==> config.mk <==
export PLATFORM = sky130hd
export DESIGN_NAME = wb_write_arbiter
export DESIGN_NICKNAME = d
export VERILOG_FILES = /design/src/rtl/wb_pkg.sv /design/src/rtl/wb_fifo2.sv /design/src/rtl/wb_write_arbiter.sv
export SDC_FILE = /design/constraint.sdc
export NUM_CORES = 1
export LEC_CHECK = 0
export ABC_AREA = 1
export CORE_AREA = 2 2 143 145
export CTS_CLUSTER_SIZE = 10
export DETAILED_ROUTE_END_ITERATION = 16
export DIE_AREA = 0 0 145 147
export PLACE_DENSITY_LB_ADDON = 0.05
export RECOVER_POWER = 50
export SKIP_LAST_GASP = 1
export SLEW_MARGIN = 10
export SYNTH_ARGS = -nofsm -noshare
export SYNTH_HDL_FRONTEND = slang
export SYNTH_SLANG_ARGS = --single-unit
==> constraint.sdc <==
create_clock -name clk -period 2.6 [get_ports clk]
set_input_delay 0.52 -clock clk [delete_from_list [all_inputs] [get_ports clk]]
set_output_delay 0.52 -clock clk [all_outputs]
set_load 0.1 [all_outputs]
==> src/rtl/wb_pkg.sv <==
// Shared definitions for the writeback arbiter slice.
//   DATA_W / ADDR_W : default register data width and register index width
//   CH_ALU / CH_LD  : channel indices (ALU result, load data)
//   wb_entry_t      : one queued register write {rd, data} at default widths
package wb_pkg;

    localparam int DATA_W = 32;
    localparam int ADDR_W = 3;

    localparam logic CH_ALU = 1'b0;
    localparam logic CH_LD  = 1'b1;

    typedef struct packed {
        logic [ADDR_W-1:0] rd;
        logic [DATA_W-1:0] data;
    } wb_entry_t;

endpackage

==> src/rtl/wb_fifo2.sv <==
// Two-entry writeback queue. Slot 0 is always the head, so a pop is a shift.
// The valid bit and rd of every slot are exported so the top level can build
// its pending-write scoreboard.
//   push_i/push_rd_i/push_data_i : enqueue request (ignored when full)
//   pop_i                        : dequeue head (ignored when empty)
//   full_o/empty_o               : occupancy flags
//   head_rd_o/head_data_o        : head entry
//   ent_vld_o/ent_rd_o           : per-slot valid and destination register
module wb_fifo2 #(
    parameter int ADDR_W = 3,
    parameter int DATA_W = 32,
    parameter int DEPTH  = 2
) (
    input  logic                   clk,
    input  logic                   rst_n,
    input  logic                   push_i,
    input  logic [ADDR_W-1:0]      push_rd_i,
    input  logic [DATA_W-1:0]      push_data_i,
    input  logic                   pop_i,
    output logic                   full_o,
    output logic                   empty_o,
    output logic [ADDR_W-1:0]      head_rd_o,
    output logic [DATA_W-1:0]      head_data_o,
    output logic [1:0]             ent_vld_o,
    output logic [1:0][ADDR_W-1:0] ent_rd_o
);

    localparam int CNT_W = $clog2(DEPTH + 1);

    logic [CNT_W-1:0]       cnt_q, cnt_d, cnt_after_pop_s;
    logic [1:0][ADDR_W-1:0] rd_q, rd_d;
    logic [1:0][DATA_W-1:0] data_q, data_d;
    logic                   push_s, pop_s;

    assign full_o      = (cnt_q == CNT_W'(DEPTH));
    assign empty_o     = (cnt_q == {CNT_W{1'b0}});
    assign push_s      = push_i && !full_o;
    assign pop_s       = pop_i && !empty_o;
    assign head_rd_o   = rd_q[0];
    assign head_data_o = data_q[0];
    assign ent_vld_o   = {(cnt_q == CNT_W'(2'd2)), !empty_o};
    assign ent_rd_o    = rd_q;

    // Next-state: shift on pop, then write the push into the first free slot.
    always_comb begin
        rd_d            = rd_q;
        data_d          = data_q;
        cnt_after_pop_s = cnt_q - CNT_W'(pop_s);
        if (pop_s) begin
            rd_d[0]   = rd_q[1];
            data_d[0] = data_q[1];
        end else begin
            rd_d[0]   = rd_q[0];
            data_d[0] = data_q[0];
        end
        if (push_s) begin
            // Push with a simultaneous pop of a single entry lands in slot 0.
            if (cnt_after_pop_s == {CNT_W{1'b0}}) begin
                rd_d[0]   = push_rd_i;
                data_d[0] = push_data_i;
            end else begin
                rd_d[1]   = push_rd_i;
                data_d[1] = push_data_i;
            end
        end else begin
            rd_d[1]   = rd_q[1];
            data_d[1] = data_q[1];
        end
        cnt_d = cnt_after_pop_s + CNT_W'(push_s);
    end

    // Queue storage and occupancy.
    always_ff @(posedge clk or negedge rst_n) begin
        if (!rst_n) begin
            cnt_q  <= {CNT_W{1'b0}};
            rd_q   <= '0;
            data_q <= '0;
        end else begin
            cnt_q  <= cnt_d;
            rd_q   <= rd_d;
            data_q <= data_d;
        end
    end

endmodule

==> src/rtl/wb_write_arbiter.sv <==
// Shares the register file write port between the ALU (channel 0) and load
// (channel 1) writeback paths. Each channel feeds a 2-entry queue; heads are
// served round-robin into a registered write stage. A scoreboard marks every
// register with a write still queued or staged.
//   chN_valid/chN_ready/chN_rd/chN_data : writeback request handshakes
//   reg_write_en/rd/rd_value            : registered register-file write port
//   q_rs1/q_rs2 -> rs1_busy/rs2_busy    : hazard queries
//   busy_vec                            : per-register pending-write bits
module wb_write_arbiter #(
    parameter int DATA_W = wb_pkg::DATA_W,
    parameter int ADDR_W = wb_pkg::ADDR_W,
    parameter int DEPTH  = 2
) (
    input  logic                   clk,
    input  logic                   rst_n,
    input  logic                   ch0_valid,
    output logic                   ch0_ready,
    input  logic [ADDR_W-1:0]      ch0_rd,
    input  logic [DATA_W-1:0]      ch0_data,
    input  logic                   ch1_valid,
    output logic                   ch1_ready,
    input  logic [ADDR_W-1:0]      ch1_rd,
    input  logic [DATA_W-1:0]      ch1_data,
    output logic                   reg_write_en,
    output logic [ADDR_W-1:0]      rd,
    output logic [DATA_W-1:0]      rd_value,
    input  logic [ADDR_W-1:0]      q_rs1,
    input  logic [ADDR_W-1:0]      q_rs2,
    output logic                   rs1_busy,
    output logic                   rs2_busy,
    output logic [(2**ADDR_W)-1:0] busy_vec
);

    import wb_pkg::*;

    localparam int NREG = 2**ADDR_W;

    function automatic logic [NREG-1:0] onehot_f(input logic [ADDR_W-1:0] idx);
        logic [NREG-1:0] v;
        v      = {NREG{1'b0}};
        v[idx] = 1'b1;
        return v;
    endfunction

    logic                   f0_full_s, f0_empty_s, f1_full_s, f1_empty_s;
    logic [ADDR_W-1:0]      f0_head_rd_s, f1_head_rd_s;
    logic [DATA_W-1:0]      f0_head_data_s, f1_head_data_s;
    logic [1:0]             f0_vld_s, f1_vld_s;
    logic [1:0][ADDR_W-1:0] f0_rd_s, f1_rd_s;
    logic                   push0_s, push1_s, pop0_s, pop1_s;
    logic                   gnt_vld_s, gnt_ch_s;
    logic [ADDR_W-1:0]      gnt_rd_s;
    logic [DATA_W-1:0]      gnt_data_s;
    logic                   last_grant_q;
    logic                   we_q;
    logic [ADDR_W-1:0]      wr_rd_q;
    logic [DATA_W-1:0]      wr_data_q;
    logic [NREG-1:0]        busy_s;

    // Ready depends on queue state only; writes to x0 are swallowed at the door.
    assign ch0_ready = !f0_full_s;
    assign ch1_ready = !f1_full_s;
    assign push0_s   = ch0_valid && !f0_full_s && (ch0_rd != {ADDR_W{1'b0}});
    assign push1_s   = ch1_valid && !f1_full_s && (ch1_rd != {ADDR_W{1'b0}});

    wb_fifo2 #(.ADDR_W(ADDR_W), .DATA_W(DATA_W), .DEPTH(DEPTH)) u_fifo_alu (
        .clk(clk), .rst_n(rst_n),
        .push_i(push0_s), .push_rd_i(ch0_rd), .push_data_i(ch0_data), .pop_i(pop0_s),
        .full_o(f0_full_s), .empty_o(f0_empty_s),
        .head_rd_o(f0_head_rd_s), .head_data_o(f0_head_data_s),
        .ent_vld_o(f0_vld_s), .ent_rd_o(f0_rd_s)
    );

    wb_fifo2 #(.ADDR_W(ADDR_W), .DATA_W(DATA_W), .DEPTH(DEPTH)) u_fifo_ld (
        .clk(clk), .rst_n(rst_n),
        .push_i(push1_s), .push_rd_i(ch1_rd), .push_data_i(ch1_data), .pop_i(pop1_s),
        .full_o(f1_full_s), .empty_o(f1_empty_s),
        .head_rd_o(f1_head_rd_s), .head_data_o(f1_head_data_s),
        .ent_vld_o(f1_vld_s), .ent_rd_o(f1_rd_s)
    );

    // Round-robin grant over the two queue heads.
    always_comb begin
        gnt_vld_s = 1'b0;
        gnt_ch_s  = CH_ALU;
        case ({!f1_empty_s, !f0_empty_s})
            2'b01: begin
                gnt_vld_s = 1'b1;
                gnt_ch_s  = CH_ALU;
            end
            2'b10: begin
                gnt_vld_s = 1'b1;
                gnt_ch_s  = CH_LD;
            end
            2'b11: begin
                gnt_vld_s = 1'b1;
                gnt_ch_s  = (last_grant_q == CH_ALU) ? CH_LD : CH_ALU;
            end
            default: begin
                gnt_vld_s = 1'b0;
                gnt_ch_s  = CH_ALU;
            end
        endcase
    end

    assign pop0_s     = gnt_vld_s && (gnt_ch_s == CH_ALU);
    assign pop1_s     = gnt_vld_s && (gnt_ch_s == CH_LD);
    assign gnt_rd_s   = (gnt_ch_s == CH_LD) ? f1_head_rd_s : f0_head_rd_s;
    assign gnt_data_s = (gnt_ch_s == CH_LD) ? f1_head_data_s : f0_head_data_s;

    // Registered write stage; rd/rd_value hold when nothing is granted.
    always_ff @(posedge clk or negedge rst_n) begin
        if (!rst_n) begin
            we_q         <= 1'b0;
            wr_rd_q      <= {ADDR_W{1'b0}};
            wr_data_q    <= {DATA_W{1'b0}};
            last_grant_q <= CH_LD;
        end else begin
            we_q <= gnt_vld_s;
            if (gnt_vld_s) begin
                wr_rd_q      <= gnt_rd_s;
                wr_data_q    <= gnt_data_s;
                last_grant_q <= gnt_ch_s;
            end
        end
    end

    assign reg_write_en = we_q;
    assign rd           = wr_rd_q;
    assign rd_value     = wr_data_q;

    // Pending-write scoreboard: every queued entry plus the staged write.
    always_comb begin
        busy_s = {NREG{1'b0}};
        for (int i = 0; i < 2; i++) begin
            busy_s = busy_s | ({NREG{f0_vld_s[i]}} & onehot_f(f0_rd_s[i]))
                            | ({NREG{f1_vld_s[i]}} & onehot_f(f1_rd_s[i]));
        end
        busy_s    = busy_s | ({NREG{we_q}} & onehot_f(wr_rd_q));
        busy_s[0] = 1'b0;
    end

    assign busy_vec = busy_s;
    assign rs1_busy = busy_s[q_rs1];
    assign rs2_busy = busy_s[q_rs2];

endmodule

### Clock wires, drivers and flops, run 1

Scale: 4 px per um.
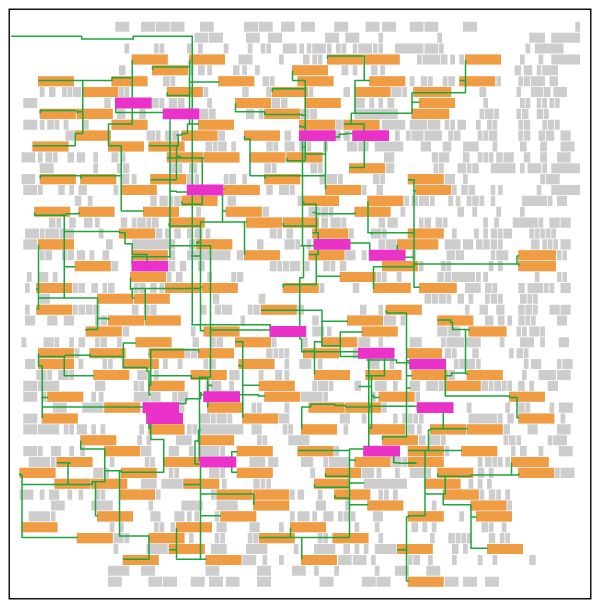
green -> clock wires  # length 2,260 um
orange -> flip-flops  # count 181
magenta -> clock-net drivers  # count 17
flops lie = all over the die
routed clock nets = 18

### Floorplan with the power grid, run 1

Scale: 2 px per um. Pins as bars on the die edge.
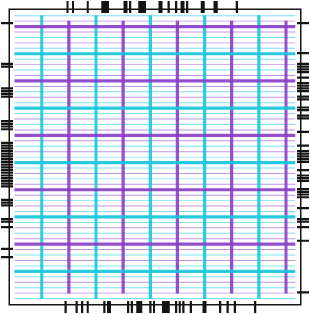
cyan -> VSS
purple -> VDD
met4 straps = 10
met5 straps = 10
width of the chip: 145 um
Die Span Y: 147 um
Placeable Area: 19,840 sq um

### Congestion heat map, run 1

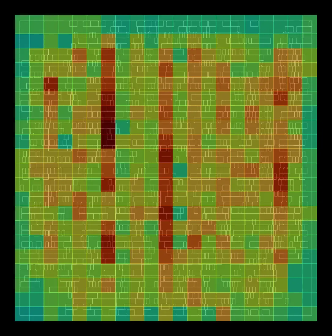
busiest layer in global routing: met2
met1 demand-to-capacity share in global routing: 0.2653
utilization of the core after routing: 0.5305

## run 1: layer usage
layer / track usage / wire length [um]
met5: 0 / 0
met4: 0.05842 / 374
met3: 0.04348 / 776
met2: 0.3581 / 10800
met1: 0.2653 / 9463
## run 1: sequential cells by signal (all words and copies together) (netlist names)
register                count
u_fifo_ld.ent_rd_o          3
rd                          3
u_fifo_ld.head_data_o      32
u_fifo_ld.cnt_q             2
u_fifo_alu.head_data_o     32
u_fifo_alu.head_rd_o        3
u_fifo_alu.data_q          32
rd_value                   32
u_fifo_alu.ent_rd_o         3
last_grant_q                1
u_fifo_ld.head_rd_o         3
reg_write_en                1
u_fifo_ld.data_q           32
u_fifo_alu.cnt_q            2
==> flow_results.xml, run 1 <==
<?xml version="1.0" encoding="UTF-8"?>
<metrics>
  <group name="cells_and_area">
    <metric name="num-nonclk-buffers" unit="">141</metric>
    <metric name="flops" unit="">181</metric>
    <metric name="inverters" unit="">90</metric>
    <metric name="comb_area_share" unit="">0.3220</metric>
    <metric name="seq-cell-share" unit="">0.4316</metric>
    <metric name="num-nets-final" unit="">1161</metric>
    <metric name="drive_above_1_share" unit="">0.1320</metric>
    <metric name="clkCellAreaFrac" unit="">0.06050</metric>
    <metric name="clock_buffer_count" unit="">19</metric>
    <metric name="n_multi_input_combinational_cell" unit="">647</metric>
    <metric name="stdcell_area" unit="sq um">10530</metric>
    <metric name="layout.area.comb" unit="sq um">3390</metric>
  </group>
  <group name="worst_setup_path">
    <metric name="setup.worst_path.class" unit="">flop to output pin</metric>
    <metric name="cpPeakStageDelay" unit="ns">0.42</metric>
    <metric name="crit_arrival" unit="ns">1.97</metric>
    <metric name="cell_family_contributing_the_most_delay_on_the_critical_path" unit="">simple AND/OR/NAND/NOR gates</metric>
    <metric name="critical_path_depth" unit="">10</metric>
    <metric name="startpoint_type" unit="">flop</metric>
    <metric name="r2r-end" unit="">u_fifo_ld.data_q[33]</metric>
    <metric name="crit_path_frequent_cell" unit="">nand3_1</metric>
    <metric name="critPathMaxFanout" unit="">5</metric>
    <metric name="crit_path_capture_type" unit="">output pin</metric>
    <metric name="cp-endpoint" unit="">rs1_busy</metric>
  </group>
  <group name="outcome">
    <metric name="status" unit="">complete, no violations</metric>
  </group>
  <group name="placed_design">
    <metric name="placedCellCount" unit="">1329</metric>
    <metric name="port_buffers" unit="">126</metric>
    <metric name="detailed_place_hpwl" unit="mm">14.72</metric>
    <metric name="pre_cts_slack" unit="ns">0.3168</metric>
  </group>
  <group name="clock_tree">
    <metric name="clockRootBuffer" unit="">clkbuf_16</metric>
    <metric name="clock-sinks" unit="">181</metric>
    <metric name="cts_buffer_depth" unit="">2</metric>
    <metric name="post_cts_resize_count" unit="">6</metric>
    <metric name="clock.latency.late_pin" unit="ns">0.43</metric>
  </group>
  <group name="logic_synthesis">
    <metric name="ys_types" unit="">33</metric>
    <metric name="synth.area.mux_share" unit="">0.04024</metric>
    <metric name="synth_top_cell_by_count" unit="">nand2_1</metric>
    <metric name="synth.cellmix.compoundShare" unit="">0.1323</metric>
    <metric name="netlist_logic_family_top" unit="">simple AND/OR/NAND/NOR gates</metric>
    <metric name="post-synth-top-area-fraction" unit="">0.5365</metric>
    <metric name="cell_total_in_the_yosys_stat_output" unit="">973</metric>
    <metric name="postSynthNetCount" unit="">1056</metric>
    <metric name="most_common_flop_cell_mapped_by_yosys" unit="">dfrtp_1</metric>
    <metric name="synth.largest_area_cell" unit="">dfrtp_1</metric>
    <metric name="number_of_synthesized_flops_with_an_enable_pin" unit="">0</metric>
    <metric name="mappedNetlistArea" unit="sq um">8396</metric>
    <metric name="numSynthFlops" unit="">181</metric>
  </group>
  <group name="sta">
    <metric name="finalHoldWorstSlack" unit="ns">0.4316</metric>
    <metric name="drv_slew" unit="">0</metric>
    <metric name="final-hold-violation-count" unit="">0</metric>
    <metric name="slew_headroom" unit="">0.04053</metric>
    <metric name="tightest_slew" unit="ns">1.439</metric>
  </group>
  <group name="run">
    <metric name="tool_warnings" unit="">27</metric>
  </group>
  <group name="global_route">
    <metric name="remaining_global_route_overflow" unit="">0</metric>
  </group>
  <group name="drt">
    <metric name="routed-via-count" unit="">6832</metric>
  </group>
  <group name="floorplanning">
    <metric name="fp-utilization" unit="">0.4231</metric>
  </group>
</metrics>
## Run 2: what changed since run 1
--- a/config.mk
+++ b/config.mk
@@ -10,6 +10,7 @@
 export CTS_CLUSTER_SIZE = 10
 export DETAILED_ROUTE_END_ITERATION = 16
 export DIE_AREA = 0 0 145 147
+export GPL_TIMING_DRIVEN = 0
 export PLACE_DENSITY_LB_ADDON = 0.05
 export RECOVER_POWER = 50
 export SKIP_LAST_GASP = 1
==> run 2 against run 1 <==
  * Fmax shrank 2.2%
  * Synthesized cell count stayed put
  * Final cell count rose by 3.1%
==> flow_results.xml, run 2 <==
<?xml version="1.0" encoding="UTF-8"?>
<metrics>
  <group name="global_route">
    <metric name="grt_use_met2" unit="">0.3755</metric>
    <metric name="busiest_layer" unit="">met2</metric>
    <metric name="remaining_global_route_overflow" unit="">0</metric>
  </group>
  <group name="floorplanning">
    <metric name="chipHeight" unit="um">147</metric>
    <metric name="die_width" unit="um">145</metric>
    <metric name="std_cell_rows" unit="">52</metric>
    <metric name="fp-utilization" unit="">0.4231</metric>
    <metric name="core_region_area" unit="sq um">19840</metric>
  </group>
  <group name="cells_and_area">
    <metric name="drive_above_1_share" unit="">0.1359</metric>
    <metric name="stdcell_area" unit="sq um">10780</metric>
    <metric name="layout.area.comb" unit="sq um">3382</metric>
    <metric name="inverters" unit="">90</metric>
    <metric name="n_multi_input_combinational_cell" unit="">647</metric>
    <metric name="comb_area_share" unit="">0.3136</metric>
    <metric name="num-nets-final" unit="">1203</metric>
    <metric name="seq-cell-share" unit="">0.4212</metric>
    <metric name="clkCellAreaFrac" unit="">0.05372</metric>
    <metric name="flops" unit="">181</metric>
    <metric name="clock_buffer_count" unit="">18</metric>
    <metric name="num-nonclk-buffers" unit="">183</metric>
  </group>
  <group name="sta">
    <metric name="final-hold-violation-count" unit="">0</metric>
    <metric name="finalHoldWorstSlack" unit="ns">0.1011</metric>
    <metric name="slew_headroom" unit="">0.1770</metric>
    <metric name="drv_slew" unit="">0</metric>
    <metric name="tightest_slew" unit="ns">1.234</metric>
    <metric name="finalSetupViolations" unit="">0</metric>
  </group>
  <group name="worst_setup_path">
    <metric name="r2r-end" unit="">u_fifo_alu.head_data_o[0]</metric>
    <metric name="cell_family_contributing_the_most_delay_on_the_critical_path" unit="">buffers and inverters</metric>
    <metric name="critical_path_depth" unit="">1</metric>
    <metric name="setup.worst_path.class" unit="">flop to output pin</metric>
    <metric name="cp-endpoint" unit="">rd[2]</metric>
    <metric name="crit_arrival" unit="ns">2.03</metric>
    <metric name="startpoint_type" unit="">flop</metric>
    <metric name="critPathMaxFanout" unit="">7</metric>
    <metric name="crit_path_capture_type" unit="">output pin</metric>
    <metric name="cpMaxStageDelayCell" unit="">clkdlybuf4s50_1</metric>
    <metric name="cpPeakStageDelay" unit="ns">1.14</metric>
  </group>
  <group name="drt">
    <metric name="met1Wirelength" unit="mm">11.28</metric>
    <metric name="wl_met2" unit="mm">11.59</metric>
    <metric name="routed-via-count" unit="">7196</metric>
    <metric name="top_layer_used" unit="">met4</metric>
    <metric name="drt-vias-per-instance" unit="">5.129</metric>
    <metric name="met3WireLength" unit="um">966</metric>
    <metric name="route.final.wire_length" unit="mm">24.21</metric>
  </group>
  <group name="logic_synthesis">
    <metric name="synth.area.mux_share" unit="">0.04024</metric>
    <metric name="synth_top_cell_by_count" unit="">nand2_1</metric>
    <metric name="synthArstFlopShare" unit="">1.000</metric>
    <metric name="number_of_synthesized_flops_with_an_enable_pin" unit="">0</metric>
    <metric name="postSynthNetCount" unit="">1056</metric>
    <metric name="post-synth-top-area-fraction" unit="">0.5365</metric>
    <metric name="cell_total_in_the_yosys_stat_output" unit="">973</metric>
    <metric name="netlist_logic_family_top" unit="">simple AND/OR/NAND/NOR gates</metric>
    <metric name="numSynthFlops" unit="">181</metric>
    <metric name="synth.largest_area_cell" unit="">dfrtp_1</metric>
    <metric name="synth.cellmix.compoundShare" unit="">0.1323</metric>
    <metric name="most_common_flop_cell_mapped_by_yosys" unit="">dfrtp_1</metric>
    <metric name="mappedNetlistArea" unit="sq um">8396</metric>
    <metric name="synth_cells" unit="">973</metric>
    <metric name="ys_types" unit="">33</metric>
  </group>
  <group name="run">
    <metric name="tool_warnings" unit="">28</metric>
  </group>
  <group name="placed_design">
    <metric name="pre_cts_slack" unit="ns">-0.6151</metric>
    <metric name="port_buffers" unit="">126</metric>
    <metric name="detailed_place_hpwl" unit="mm">17.47</metric>
    <metric name="placedCellCount" unit="">1370</metric>
  </group>
  <group name="clock_tree">
    <metric name="cts.reportedPaths.clkPinSlew" unit="ns">0.08</metric>
    <metric name="cts_buffer_depth" unit="">2</metric>
    <metric name="post_cts_resize_count" unit="">61</metric>
    <metric name="clockRootBuffer" unit="">clkbuf_16</metric>
    <metric name="clock-sinks" unit="">181</metric>
  </group>
  <group name="outcome">
    <metric name="status" unit="">complete, no violations</metric>
  </group>
</metrics>
[run 2: cell families (layout without fill, tap and decap cells)]
family	after synthesis	count (layout)
AOI/OAI and AO/OA	183	183
xor gates and xnor gates	3	3
adders and majority gates	3	3
buffers and inverters	145	305
DFF	181	181
muxes	24	24
other	1	1
and+or+nand+nor	433	433
[run 2: how the worst min path moves through the flow]
stage	start	end	slack, ns
global placement	last_grant_q	last_grant_q	0.46
detailed placement	last_grant_q	last_grant_q	0.46
finish	rst_n	u_fifo_ld.data_q[35]	0.10
CTS	rst_n	u_fifo_ld.data_q[35]	0.13
global route	rst_n	u_fifo_ld.data_q[35]	0.15
floorplan	rst_n	rd[0]	0.22
### Clock wires, drivers and flops, run 2

Scale: 4 px per um.
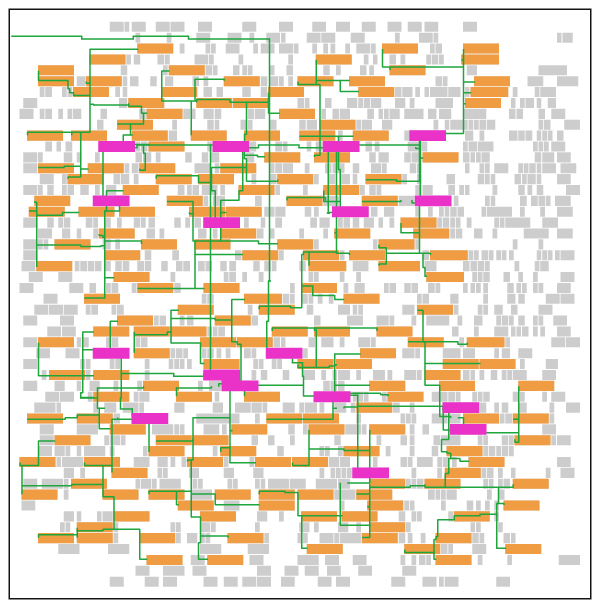
orange -> flip-flops  # count 181
magenta -> clock-net drivers  # count 17
green -> clock wires  # length 2,300 um
flops lie = all over the die
Layout Skew: 0.01379 ns
clock latency on the worst-skew pair: 0.44 ns

### Congestion heat map, run 2

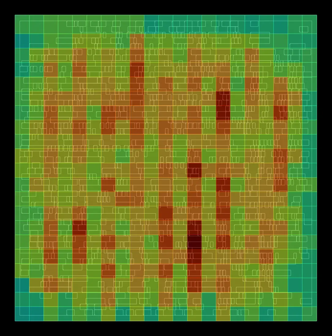
met3 GRT Util: 0.03944
drt wl/cell: 17.26 um
All-Layer GR Usage: 0.2335
met1 demand-to-capacity share in global routing: 0.3293
utilization of the core after routing: 0.5434

### Close-up of the layout, run 2

Window x 99 to 119, y 100 to 120 um. Cells in gray, sequential cells in the stronger gray; small squares are vias.
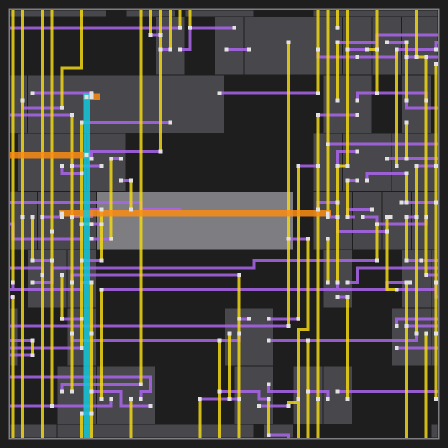
cyan -> M4
purple -> M1
orange -> M3
yellow -> M2
netlist names of flops here include = u_fifo_alu.head_rd_o (1)
cells with their middle in the window = 34
sequential cells in the window = 1
most frequent = nor2_1 (6), inv_1 (4)

## Run 3: what changed since run 2
--- a/config.mk
+++ b/config.mk
@@ -18,3 +18,4 @@
 export SYNTH_ARGS = -nofsm -noshare
 export SYNTH_HDL_FRONTEND = slang
 export SYNTH_SLANG_ARGS = --single-unit
+export TNS_END_PERCENT = 30
==> run 3 against run 2 <==
  * The flow now finishes with violations (setup timing)
  * Register-to-register slack improved by 0.03 ns
  * Die area did not move
  * Utilization fell by 0.082 points
  * Non-clock buffer count did not move
  * Hold slack got worse by 0.0088 ns
  * Via count fell by 0.83%
  * Synthesized cell count did not move
  * Routed wire length fell by 0.29%
  * Largest cell class unchanged
==> flow_results.xml, run 3 <==
<?xml version="1.0" encoding="UTF-8"?>
<metrics>
  <group name="drt">
    <metric name="routed-via-count" unit="">7136</metric>
    <metric name="drt-vias-per-instance" unit="">5.086</metric>
    <metric name="wl_met2" unit="mm">11.55</metric>
    <metric name="met3WireLength" unit="um">944</metric>
    <metric name="top_layer_used" unit="">met4</metric>
    <metric name="route.final.wire_length" unit="mm">24.14</metric>
  </group>
  <group name="cells_and_area">
    <metric name="num-nets-final" unit="">1203</metric>
    <metric name="n_multi_input_combinational_cell" unit="">647</metric>
    <metric name="num-nonclk-buffers" unit="">183</metric>
    <metric name="drive_above_1_share" unit="">0.1324</metric>
    <metric name="seq-cell-share" unit="">0.4218</metric>
  </group>
  <group name="clock_tree">
    <metric name="post_cts_resize_count" unit="">58</metric>
    <metric name="cts.reportedPaths.clkPinSlew" unit="ns">0.08</metric>
    <metric name="clock-sinks" unit="">181</metric>
  </group>
  <group name="sta">
    <metric name="final-hold-violation-count" unit="">0</metric>
    <metric name="final_critical_path_setup_slack" unit="ns">-0.06027</metric>
    <metric name="finalSetupViolations" unit="">1</metric>
    <metric name="drv_slew" unit="">0</metric>
    <metric name="tightest_slew" unit="ns">1.221</metric>
    <metric name="finalHoldWorstSlack" unit="ns">0.09227</metric>
  </group>
  <group name="logic_synthesis">
    <metric name="most_common_flop_cell_mapped_by_yosys" unit="">dfrtp_1</metric>
    <metric name="postSynthNetCount" unit="">1056</metric>
    <metric name="netlist_logic_family_top" unit="">simple AND/OR/NAND/NOR gates</metric>
    <metric name="post-synth-top-area-fraction" unit="">0.5365</metric>
    <metric name="cell_total_in_the_yosys_stat_output" unit="">973</metric>
    <metric name="numSynthFlops" unit="">181</metric>
    <metric name="synthArstFlopShare" unit="">1.000</metric>
  </group>
  <group name="worst_setup_path">
    <metric name="startpoint_type" unit="">flop</metric>
    <metric name="cpPeakStageDelay" unit="ns">1.14</metric>
    <metric name="setup.worst_path.class" unit="">flop to output pin</metric>
    <metric name="cpMaxStageDelayCell" unit="">clkdlybuf4s50_1</metric>
    <metric name="critPathMaxFanout" unit="">5</metric>
  </group>
  <group name="outcome">
    <metric name="status" unit="">finished with violations</metric>
    <metric name="violations_in_the_final_reports" unit="">setup timing</metric>
  </group>
  <group name="placed_design">
    <metric name="placedCellCount" unit="">1370</metric>
  </group>
  <group name="global_route">
    <metric name="busiest_layer" unit="">met2</metric>
  </group>
  <group name="floorplanning">
    <metric name="std_cell_rows" unit="">52</metric>
    <metric name="fp-utilization" unit="">0.4231</metric>
  </group>
</metrics>
## run 3: metrics by stage
stage | setup WS, ns | setup TNS [ns]
after floorplan | 0.01395 | 0
after global placement | -8.133 | -1256.20
after detailed placement | -0.6151 | -26.51
after CTS | -0.1843 | -0.4510
after global routing | -0.1345 | -0.4569
final | -0.06027 | -0.06027
## run 3: worst max-delay path by stage
stage | start | endpoint | slack, ns | depth (start not counted)
6_report | u_fifo_ld.cnt_q[0] | ch1_ready | -0.06 | 3
3_5_place_dp | q_rs1[0] | rs1_busy | -0.62 | 8
2_1_floorplan | rd[0] | rs1_busy | 0.01 | 10
5_1_grt | u_fifo_ld.cnt_q[0] | ch1_ready | -0.13 | 3
4_1_cts | u_fifo_ld.cnt_q[1] | rs1_busy | -0.18 | 11
3_3_place_gp | rst_n | rd[2] | -8.13 | 1
### Floorplan with the power grid, run 3

Scale: 2 px per um. Pins as bars on the die edge.
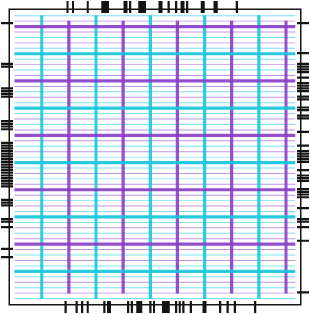
cyan -> VSS
purple -> VDD
met5 straps = 10
signal pins = 128

### Clock wires, drivers and flops, run 3

Scale: 4 px per um.
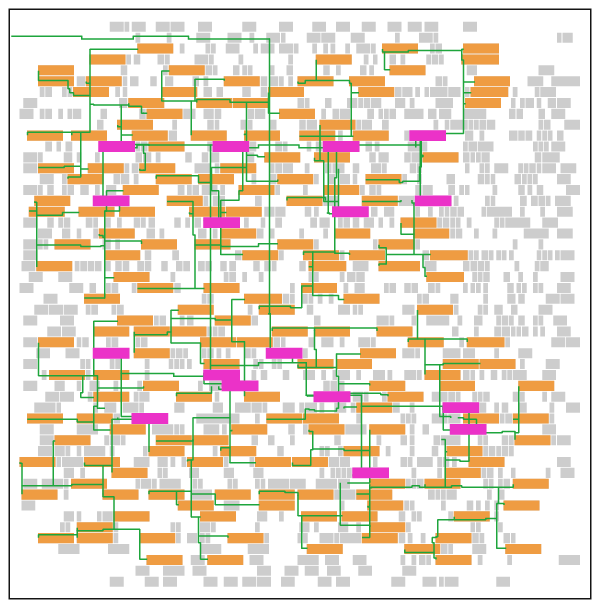
magenta -> clock-net drivers  # count 17
orange -> flip-flops  # count 181
green -> clock wires  # length 2,290 um
routed clock nets = 18
flops lie = all over the die
Layout Skew: 0.008090 ns

### Congestion heat map, run 3

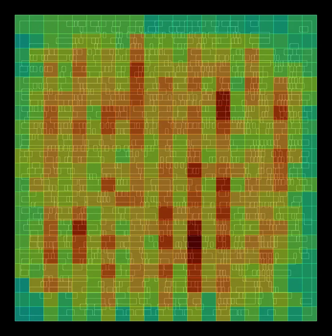
met2 Use GR: 0.3755
utilization of the core after routing: 0.5426
drt wl/cell: 17.21 um

